`config.mk`:
```
export PLATFORM = sky130hd
export DESIGN_NAME = dly_vec_sequencer
export DESIGN_NICKNAME = d
export VERILOG_FILES = /design/src/rtl/dly_vec_sequencer.sv
export SDC_FILE = /design/constraint.sdc
export NUM_CORES = 1
export LEC_CHECK = 0
export ABC_AREA = 1
export ABC_CLOCK_PERIOD_IN_PS = 1900
export CAP_MARGIN = 25
export CORE_MARGIN = 3
export CORE_UTILIZATION = 51
export DETAILED_ROUTE_END_ITERATION = 10
export GPL_TIMING_DRIVEN = 0
export PLACE_DENSITY = 0.86
export RECOVER_POWER = 50
export SLEW_MARGIN = 30
export SYNTH_ARGS = -nofsm -noshare
export SYNTH_HDL_FRONTEND = slang
export SYNTH_SLANG_ARGS = --single-unit
```
`constraint.sdc`:
```
create_clock -name clk -period 1.9 [get_ports clk]
set_input_delay 0.38 -clock clk [delete_from_list [all_inputs] [get_ports clk]]
set_output_delay 0.38 -clock clk [all_outputs]
set_load 0.1 [all_outputs]
```
`src/rtl/dly_vec_sequencer.sv`:
```
// Stimulus sequencer for the (a & b) | c gate-delay circuit: accepts a vector, drives it,
// samples the circuit output after SETTLE cycles and keeps running vector/error counts.
module dly_vec_sequencer #(
    parameter int SETTLE = 2,
    parameter int HOLD_W = 4,
    parameter int CNT_W  = 8
) (
    input  logic              clk,
    input  logic              reset,
    input  logic              vec_valid,
    output logic              vec_ready,
    input  logic [2:0]        vec_abc,
    input  logic [HOLD_W-1:0] vec_hold,
    output logic              a_o,
    output logic              b_o,
    output logic              c_o,
    input  logic              d_out,
    output logic              res_valid,
    output logic              res_out,
    output logic              res_err,
    output logic [CNT_W-1:0]  vec_cnt,
    output logic [CNT_W-1:0]  err_cnt,
    output logic              busy
);

    typedef enum logic [1:0] {IDLE, APPLY, HOLD} state_t;

    localparam logic [3:0] SETTLE_LD = 4'(SETTLE - 1);

    state_t            state, state_nxt;
    logic [3:0]        settle_tmr;
    logic [HOLD_W-1:0] hold_tmr;
    logic [HOLD_W-1:0] hold_len;
    logic              expected;
    logic              accept;
    logic              sample;
    logic              mismatch;

    assign vec_ready = (state == IDLE) & ~reset;
    assign busy      = (state != IDLE);
    assign mismatch  = d_out ^ expected;

    always_comb begin
        state_nxt = state;
        accept    = 1'b0;
        sample    = 1'b0;
        case (state)
            IDLE: begin
                if (vec_valid && vec_ready) begin
                    accept    = 1'b1;
                    state_nxt = APPLY;
                end
            end
            APPLY: begin
                if (settle_tmr == '0) begin
                    sample    = 1'b1;
                    state_nxt = (hold_len != '0) ? HOLD : IDLE;
                end
            end
            HOLD: begin
                if (hold_tmr == '0) state_nxt = IDLE;
            end
            default: state_nxt = IDLE;
        endcase
    end

    always_ff @(posedge clk) begin
        if (reset) begin
            state      <= IDLE;
            settle_tmr <= '0;
            hold_tmr   <= '0;
            hold_len   <= '0;
            expected   <= 1'b0;
            a_o        <= 1'b0;
            b_o        <= 1'b0;
            c_o        <= 1'b0;
            res_valid  <= 1'b0;
            res_out    <= 1'b0;
            res_err    <= 1'b0;
            vec_cnt    <= '0;
            err_cnt    <= '0;
        end else begin
            state     <= state_nxt;
            res_valid <= sample;

            // Circuit inputs only change on accept, so they hold the last vector between samples.
            if (accept) begin
                {a_o, b_o, c_o} <= vec_abc;
                expected        <= (vec_abc[2] & vec_abc[1]) | vec_abc[0];
                hold_len        <= vec_hold;
                settle_tmr      <= SETTLE_LD;
            end

            if (state == APPLY && !sample) settle_tmr <= settle_tmr - 4'd1;

            if (sample) begin
                res_out  <= d_out;
                res_err  <= mismatch;
                vec_cnt  <= vec_cnt + CNT_W'(1);
                hold_tmr <= hold_len - HOLD_W'(1);
                if (mismatch && err_cnt != '1) err_cnt <= err_cnt + CNT_W'(1);
            end

            if (state == HOLD && hold_tmr != '0) hold_tmr <= hold_tmr - HOLD_W'(1);
        end
    end

endmodule

```
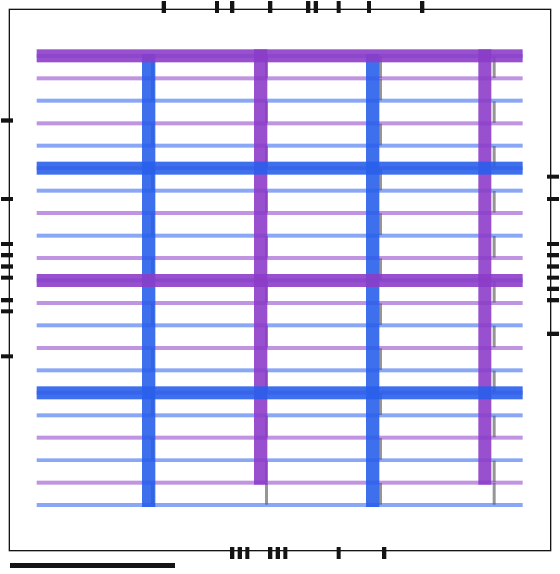
*Supply network*
Scale bar: 20 µm. Pins as bars on the die edge. Tap cells in gray.
[blue] VSS
[purple] VDD
met5 straps: 4
rows: 20
maximum vdd drop: 380.6 µV
Chip Height: 65.40 µm

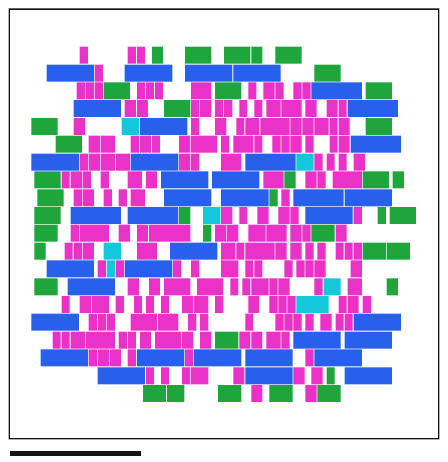
*Placed cells, one color a class*
Scale bar: 20 µm.
[cyan] clock drivers and dummy loads | cells: 7
[green] other buffers and delay cells | cells: 38
[blue] flip-flops | cells: 37
[magenta] all other logic | cells: 199
fraction of area in registers: 34.03%
Final Util: 68.75%
final non-filler cell area: 2202 µm²

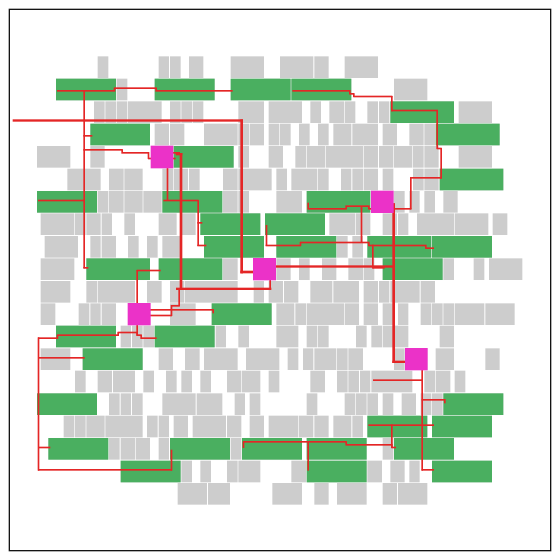
*Clock network drawn from the DEF*
[green] flip-flops | count: 37
[red] clock wires | length: 424 µm
[magenta] cells driving clock nets | count: 5
flops lie: widely spread
power share of the clock group: 26.6%
Clock Skew: 4.835 ps

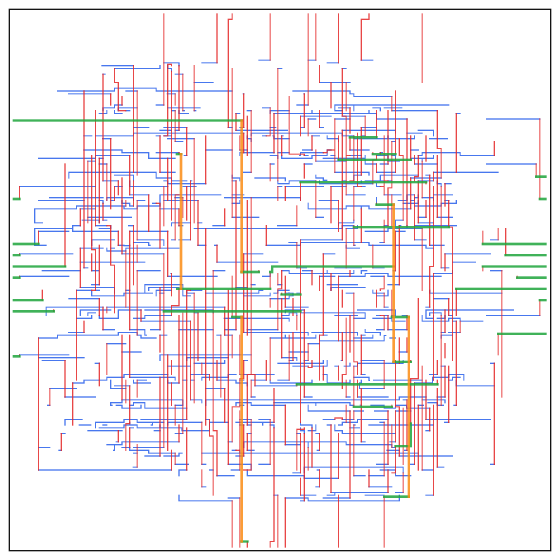
*Wiring by layer*
[orange] met4 | wire length: 103 µm
[green] met3 | wire length: 217 µm
[red] met2 | wire length: 1870 µm
[blue] met1 | wire length: 1670 µm

==> summary.txt <==
State of the implementation.

- The run finished with clean final reports.
- Max fanout on the critical path was recorded as 1.
- STA shows the worst min-delay path finishing at err_cnt[5].
- The wire length of the first global-routing pass is approximately 6.7 mm, for reference.
- The most frequently used cell type in the post-synthesis netlist is nand2_1, for reference.
- The via count of the first global-routing pass is 1623, for reference.
- Per the layout area report, the combinational gate area comes to about 870 µm².
- STA puts the critical path data required time at 1520 ps.
- The layout contains a multi-input combinational cell count of between 150 and 200.
- In this run the critical path is formed by clkdlybuf4s15_1.
- The startpoint of the most critical setup path is res_valid, for reference.
- The tool warning count for the run is 27.
- The chip area is between 4000 and 5000 µm², for reference.
- The largest registers in the layout are err_cnt: 8 flops, vec_cnt: 8 flops.
- In this run, the synthesized area fraction spent on xor and xnor cells is recorded as under 10%.
- The maximum clock frequency is around 540 MHz, for reference.
- The switching share of power is a little under a third, for reference.
- The deepest level of the CTS H-tree is 2, for reference.
- The number of warnings reported in the yosys synthesis log is 0, for reference.
- The power of the clock network is ~0.41 mW, for reference.
- The most common logic cells in the final layout are nand2_1, inv_1, dfxtp_1.
- The clock buffer instance count of the final layout is 7, for reference.
- The count of instances resized after the clock tree is built is about 70, for reference.
- In the routed design, unresolved DRC markers number 0.
- All stages included, the depth of the critical timing path comes to 1.
- The area fraction in compound gates after synthesis is roughly 15%, for reference.
- In this run, the number of DRC markers left after iteration 0 of detailed routing was 117.
- Each instance of the synthesized netlist takes up on average about 7.5 µm².
- The internal power of the cells is between 1 and 1.5 mW, for reference.
- CTS saw 37 sinks.
- Yosys mapped a number of flops with a built-in enable equal to 0.
- Endpoints with negative setup slack in the final report add up to 0.
- The max-slew headroom at the worst pin is a little under two fifths, for reference.
- The count of buffers inserted at the top-level ports is 33, for reference.
- The post-route clock period utilization is a little under 100%, for reference.
- The number of nets in the layout is 296, for reference.
- Detailed routing placed a total of around 1.9 mm of wire on met2.
- The routed design shows a via density per instance of between 5 and 6.
- The number of buffers on the longest clock path is 2, for reference.
- The root buffer cell chosen for the clock tree is clkbuf_4.
Power is estimated from default activity; no workload was simulated.
